**src/rtl/mem_stage_lsu.sv**
```systemverilog
// MEM-stage load/store unit: captures one EX/MEM access, runs req/gnt/rvalid on the data bus, stalls the pipeline.
// Optional misaligned-access trap enabled by defining LSU_MISALIGN_TRAP_EN.
module mem_stage_lsu #(
    parameter int TIMEOUT = 255
) (
    input  logic        i_clk,
    input  logic        i_reset,
    input  logic        i_valid,
    input  logic        i_memread,
    input  logic        i_memwrite,
    input  logic [31:0] i_addr,
    input  logic [31:0] i_wdata,
    input  logic [2:0]  i_funct3,
    output logic        o_stall,
    output logic [31:0] o_load_data,
    output logic        o_done,
    output logic        o_misaligned,
    output logic        o_bus_err,
    output logic        o_dmem_req,
    input  logic        i_dmem_gnt,
    output logic        o_dmem_we,
    output logic [31:0] o_dmem_addr,
    output logic [3:0]  o_dmem_be,
    output logic [31:0] o_dmem_wdata,
    input  logic        i_dmem_rvalid,
    input  logic [31:0] i_dmem_rdata
);

    localparam int CW = (TIMEOUT > 1) ? $clog2(TIMEOUT + 1) : 1;

    typedef enum logic [1:0] {IDLE, REQ, WAIT_RSP, DONE} state_t;

    state_t         state_q, state_d;
    logic [31:0]    addr_q, addr_d;
    logic [31:0]    wdata_q, wdata_d;
    logic [2:0]     funct3_q, funct3_d;
    logic           we_q, we_d;
    logic [CW-1:0]  cnt_q, cnt_d;
    logic [31:0]    load_data_q, load_data_d;
    logic           bus_err_q, bus_err_d;
`ifdef LSU_MISALIGN_TRAP_EN
    logic           mis_q, mis_d;
`endif

    logic           start;
    logic           mis_in;
    logic           req;
    logic [3:0]     be_c;
    logic [31:0]    wdata_c;
    logic [7:0]     byte_sel;
    logic [15:0]    half_sel;
    logic [31:0]    load_ext;

    assign start = i_valid & (i_memread | i_memwrite);

`ifdef LSU_MISALIGN_TRAP_EN
    always_comb begin
        mis_in = 1'b0;
        case (i_funct3[1:0])
            2'b00:   mis_in = 1'b0;
            2'b01:   mis_in = i_addr[0];
            default: mis_in = |i_addr[1:0];
        endcase
    end
`else
    assign mis_in = 1'b0;
`endif

    // Lane steering for the captured access; funct3[1:0] 00=B, 01=H, else W.
    always_comb begin
        be_c    = 4'b1111;
        wdata_c = wdata_q;
        case (funct3_q[1:0])
            2'b00: begin
                be_c    = 4'b0001 << addr_q[1:0];
                wdata_c = {4{wdata_q[7:0]}};
            end
            2'b01: begin
                be_c    = addr_q[1] ? 4'b1100 : 4'b0011;
                wdata_c = {2{wdata_q[15:0]}};
            end
            default: begin
                be_c    = 4'b1111;
                wdata_c = wdata_q;
            end
        endcase
    end

    always_comb begin
        byte_sel = i_dmem_rdata[7:0];
        case (addr_q[1:0])
            2'b00: byte_sel = i_dmem_rdata[7:0];
            2'b01: byte_sel = i_dmem_rdata[15:8];
            2'b10: byte_sel = i_dmem_rdata[23:16];
            2'b11: byte_sel = i_dmem_rdata[31:24];
        endcase
        half_sel = addr_q[1] ? i_dmem_rdata[31:16] : i_dmem_rdata[15:0];
        case (funct3_q)
            3'b000:  load_ext = {{24{byte_sel[7]}}, byte_sel};
            3'b001:  load_ext = {{16{half_sel[15]}}, half_sel};
            3'b100:  load_ext = {24'h0, byte_sel};
            3'b101:  load_ext = {16'h0, half_sel};
            default: load_ext = i_dmem_rdata;
        endcase
    end

    always_comb begin
        state_d     = state_q;
        addr_d      = addr_q;
        wdata_d     = wdata_q;
        funct3_d    = funct3_q;
        we_d        = we_q;
        cnt_d       = cnt_q;
        load_data_d = load_data_q;
        bus_err_d   = 1'b0;
`ifdef LSU_MISALIGN_TRAP_EN
        mis_d       = 1'b0;
`endif
        o_stall     = 1'b0;
        req         = 1'b0;
        case (state_q)
            IDLE: begin
                if (start) begin
                    o_stall     = 1'b1;
                    addr_d      = i_addr;
                    wdata_d     = i_wdata;
                    funct3_d    = i_funct3;
                    we_d        = i_memwrite;
                    cnt_d       = '0;
                    load_data_d = 32'h0;
                    if (mis_in) begin
                        state_d = DONE;
`ifdef LSU_MISALIGN_TRAP_EN
                        mis_d   = 1'b1;
`endif
                    end else begin
                        state_d = REQ;
                    end
                end
            end
            REQ: begin
                o_stall = 1'b1;
                req     = 1'b1;
                if (i_dmem_gnt) begin
                    cnt_d   = '0;
                    state_d = we_q ? DONE : WAIT_RSP;
                end
            end
            WAIT_RSP: begin
                o_stall = 1'b1;
                if (i_dmem_rvalid) begin
                    load_data_d = load_ext;
                    state_d     = DONE;
                end else if (cnt_q == CW'(TIMEOUT - 1)) begin
                    // Response never came: abandon and report on the DONE cycle.
                    bus_err_d   = 1'b1;
                    load_data_d = 32'h0;
                    state_d     = DONE;
                end else begin
                    cnt_d = cnt_q + 1'b1;
                end
            end
            DONE: begin
                state_d = IDLE;
            end
            default: state_d = IDLE;
        endcase
    end

    always_ff @(posedge i_clk) begin
        if (i_reset) begin
            state_q     <= IDLE;
            addr_q      <= 32'h0;
            wdata_q     <= 32'h0;
            funct3_q    <= 3'b000;
            we_q        <= 1'b0;
            cnt_q       <= '0;
            load_data_q <= 32'h0;
            bus_err_q   <= 1'b0;
`ifdef LSU_MISALIGN_TRAP_EN
            mis_q       <= 1'b0;
`endif
        end else begin
            state_q     <= state_d;
            addr_q      <= addr_d;
            wdata_q     <= wdata_d;
            funct3_q    <= funct3_d;
            we_q        <= we_d;
            cnt_q       <= cnt_d;
            load_data_q <= load_data_d;
            bus_err_q   <= bus_err_d;
`ifdef LSU_MISALIGN_TRAP_EN
            mis_q       <= mis_d;
`endif
        end
    end

    // Bus fields are only driven during REQ so they read zero when no request is open.
    assign o_dmem_req   = req;
    assign o_dmem_we    = req & we_q;
    assign o_dmem_addr  = req ? {addr_q[31:2], 2'b00} : 32'h0;
    assign o_dmem_be    = req ? be_c : 4'b0000;
    assign o_dmem_wdata = req ? wdata_c : 32'h0;
    assign o_done       = (state_q == DONE);
    assign o_load_data  = load_data_q;
    assign o_bus_err    = bus_err_q;
`ifdef LSU_MISALIGN_TRAP_EN
    assign o_misaligned = mis_q;
`else
    assign o_misaligned = 1'b0;
`endif

endmodule

```
**config.mk**
```make
export PLATFORM = sky130hd
export DESIGN_NAME = mem_stage_lsu
export DESIGN_NICKNAME = d
export VERILOG_FILES = /design/src/rtl/mem_stage_lsu.sv
export SDC_FILE = /design/constraint.sdc
export NUM_CORES = 1
export LEC_CHECK = 0
export ABC_CLOCK_PERIOD_IN_PS = 4820
export CAP_MARGIN = 20
export CORE_ASPECT_RATIO = 2
export CORE_MARGIN = 5
export CORE_UTILIZATION = 40
export CTS_BUF_LIST = sky130_fd_sc_hd__clkbuf_16
export CTS_CLUSTER_DIAMETER = 80
export DETAILED_ROUTE_END_ITERATION = 6
export GPL_TIMING_DRIVEN = 0
export PLACE_DENSITY = 0.73
export SLEW_MARGIN = 20
export SYNTH_ARGS = -nofsm -noshare
export SYNTH_HDL_FRONTEND = slang
export SYNTH_SLANG_ARGS = --single-unit
export TNS_END_PERCENT = 50
```
**constraint.sdc**
```tcl
create_clock -name i_clk -period 4.82 [get_ports i_clk]
set_input_delay 0.964 -clock i_clk [delete_from_list [all_inputs] [get_ports i_clk]]
set_output_delay 0.964 -clock i_clk [all_outputs]
set_load 0.05 [all_outputs]
```
==> impl_metrics.env, run 1 <==
# flow metrics
export IMPL_status="finished, final reports clean"
export IMPL_nets=1044
export IMPL_p_seq_share_pct=31.0
export IMPL_drcViolationCount=0
export IMPL_grt_total_usage_pct=24.9
export IMPL_p_total_mw=3.64
export IMPL_synthAoiAreaFrac_pct=23.0
export IMPL_ys_ff=111
export IMPL_antenna_found_initial=0
export IMPL_synth_area_per_cell_um2=8.04
export IMPL_p_comb_mw=1.71
export IMPL_postCtsSetupRepairBufs=0
export IMPL_min_from="addr_q[6]"
export IMPL_coreArea_mm2=0.0140
export IMPL_maxSlewViolCount=0
export IMPL_viasPerCell=5.20
export IMPL_dr_pass1_iters=5
export IMPL_topCellsByArea="dfxtp_1 39%, nand2_1 11%, a21oi_1 6.9%"
export IMPL_drive_gt1_share_pct=6.62
export IMPL_cts_clk_slew_worst_paths_ns=0.08
[run 1: critical path, delay by kind of cell]
family,cells,cell delay [ns]
AND/OR/NAND/NOR,3,0.48
buffers and inverters,3,1.85
AND-OR/OR-AND,1,0.13
[run 1: final cells by class]
type	instances	area [um2]	area share (%)
multi-input combinational	528	3160	37.8
clock inverter	7	85.1	1.02
sequential	111	2220	26.6
buffer	58	280	3.36
clock buffer	9	225	2.70
timing repair buffer	208	2080	24.9
antenna	1	2.50	0.0300
tap	189	236	2.83
inverter	16	60.1	0.719
[run 1: sequential cells by signal, indices dropped and copies added, names as in the netlist]
signal,count
addr_q,32
cnt_q,8
funct3_q,3
o_bus_err,1
o_load_data,32
state_q,2
wdata_q,32
we_q,1
run_1/clock_wires.png
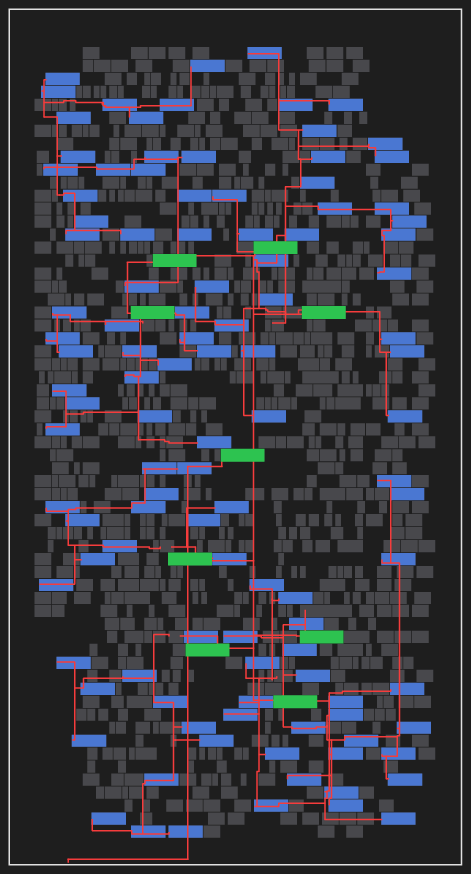
clock wires: drawn in red, length 1480 um. flip-flops: drawn in blue, count 111. clock-net drivers: drawn in green, count 9.
Position of the flops: spread over the die. There are 10 routed clock nets.
clk_lat worst skew: 0.36 ns
Fin Clk Skew: 0.0138 ns
clock share of power: 22.0%
clock group power: 0.799 mW

run_1/m4.png
Bar = 20 um.
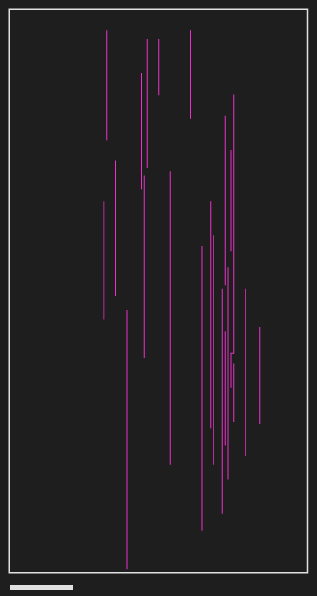
The layer holds 5.5% of the routed length. The layer carries 1160 um of wire.
drt total wl: 21.2 mm
vias: 5865

run_1/sizing.png
Bar = 20 um.
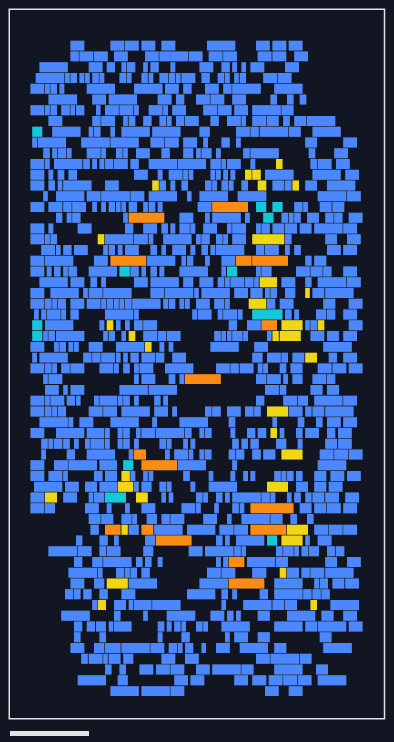
x2: drawn in yellow, cells 34, share 3.6%. x1 and smaller: drawn in blue, cells 875, share 93%. x6 and larger: drawn in orange, cells 16, share 1.7%. x3 and x4: drawn in cyan, cells 12, share 1.3%.
area delta synth->final: 46.2%
setup ws final: 0.427 ns
fin area: 0.00835 mm2
Non-CTS buffers: 266

run_1/clock_nets.png
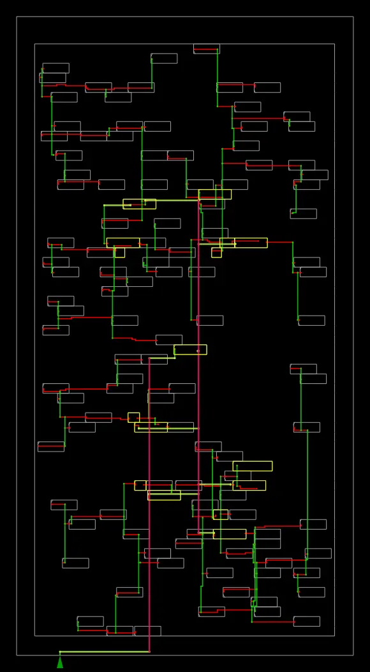

==> inputs of run 2 (changes only) <==
--- a/config.mk
+++ b/config.mk
@@ -9,12 +9,11 @@
 export CAP_MARGIN = 20
 export CORE_ASPECT_RATIO = 2
 export CORE_MARGIN = 5
-export CORE_UTILIZATION = 40
+export CORE_UTILIZATION = 32
 export CTS_BUF_LIST = sky130_fd_sc_hd__clkbuf_16
 export CTS_CLUSTER_DIAMETER = 80
 export DETAILED_ROUTE_END_ITERATION = 6
 export GPL_TIMING_DRIVEN = 0
-export PLACE_DENSITY = 0.73
 export SLEW_MARGIN = 20
 export SYNTH_ARGS = -nofsm -noshare
 export SYNTH_HDL_FRONTEND = slang
run_2/clock_nets.png
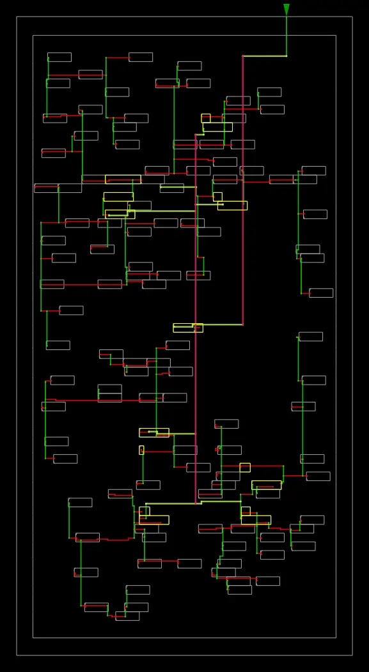
registers: 111
# clk buffers: 9
Fin Clk Skew: 0.0106 ns

run_2/sizing.png
Bar = 20 um.
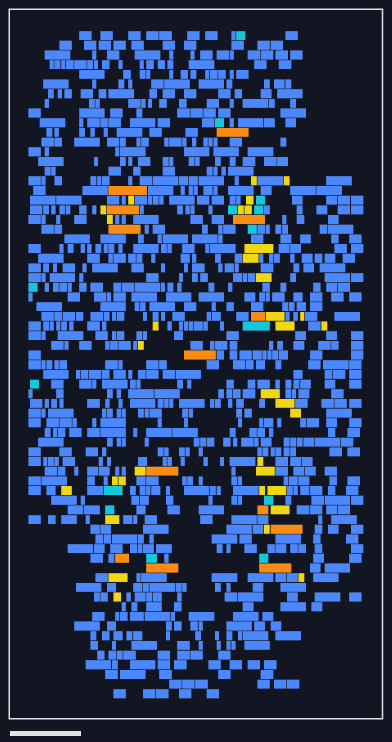
x2: drawn in yellow, cells 34, share 3.6%. x3 and x4: drawn in cyan, cells 14, share 1.5%. x1 and smaller: drawn in blue, cells 876, share 93%. x6 and larger: drawn in orange, cells 13, share 1.4%.
area delta synth->final: 46.5%
setup ws final: 0.351 ns
fin area: 0.00837 mm2

run_2/pinout.png
Pins as bars across the die edge, other pins in grey.
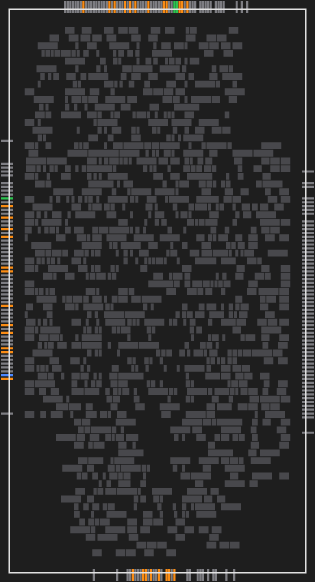
o_dmem_req: drawn in blue, pins 1, direction output, edge west. i_funct3: drawn in green, pins 3, direction input, edge 2 north, 1 west. i_wdata: drawn in orange, pins 32, direction input, edge 12 north, 12 west, 8 south.
die extent in y: 199 um
die width: 104 um
IO Port Bufs: 208

==> impl_metrics.env, run 2 <==
# flow metrics
export IMPL_logic_area_mm2=0.00316
export IMPL_grt_total_usage_pct=20.7
export IMPL_drive_gt1_share_pct=6.51
export IMPL_buffers=266
export IMPL_vias=5833
export IMPL_cts_clk_slew_worst_paths_ns=0.07
export IMPL_viasPerCell=5.07
export IMPL_clkPwrFrac_pct=21.3
export IMPL_ys_ff=111
export IMPL_p_seq_share_pct=31.1
export IMPL_p_total_mw=3.62
export IMPL_setup_viol=0
export IMPL_non_clock_inverter_count=16
export IMPL_seq_share_pct=26.5
export IMPL_path_delay_family="buffers and inverters"
export IMPL_status="finished, final reports clean"
export IMPL_nonClkBufAreaFrac_pct=28.2
export IMPL_power_leader="combinational cells"
export IMPL_maxSlewViolCount=0
export IMPL_num_multi_input_gates=528
export IMPL_synth_area_per_cell_um2=8.04
export IMPL_clock_latency_ns=0.36
export IMPL_clock_area_share_pct=3.57
export IMPL_dr_pass1_iters=4
export IMPL_pg_clk_mw=0.769
export IMPL_comb_share_pct=37.7
export IMPL_nets=1044
export IMPL_largestClassByArea="multi-input combinational cells"
export IMPL_most_common_layout_cells="208 x clkdlybuf4s50_1, 167 x nand2_1, 111 x dfxtp_1"
export IMPL_synth_main_ff_cell="dfxtp_1"
export IMPL_routed_wl_mm=22.2
export IMPL_postCtsSetupRepairBufs=0
export IMPL_crit_buf_inv=3
export IMPL_seq_area_mm2=0.00222
## run 2: cell counts after synthesis
No cell type changed its count.
## run 2: path summary, 6_finish.rpt
| kind | start | end | cells past startpoint |
|---|---|---|---|
| setup / recovery | i_memwrite | o_stall | 7 |
| hold / removal | addr_q[17] | addr_q[17] | 2 |
| setup reg to reg | state_q[1] | o_load_data[30] | 8 |
| hold reg to reg | addr_q[17] | addr_q[17] | 2 |
## run 2: cells by family (layout without fill, tap and decap cells)
family	Yosys count	in the layout	share of synthesized area [%]
simple gates	307	307	26.5
compound gates	189	189	23.0
flops	111	111	38.9
buf+inv	74	298	5.96
mux	23	23	4.25
fa+ha+maj	6	6	1.31
other cells	1	4	0.0656
Power is estimated from default activity; no workload was simulated.
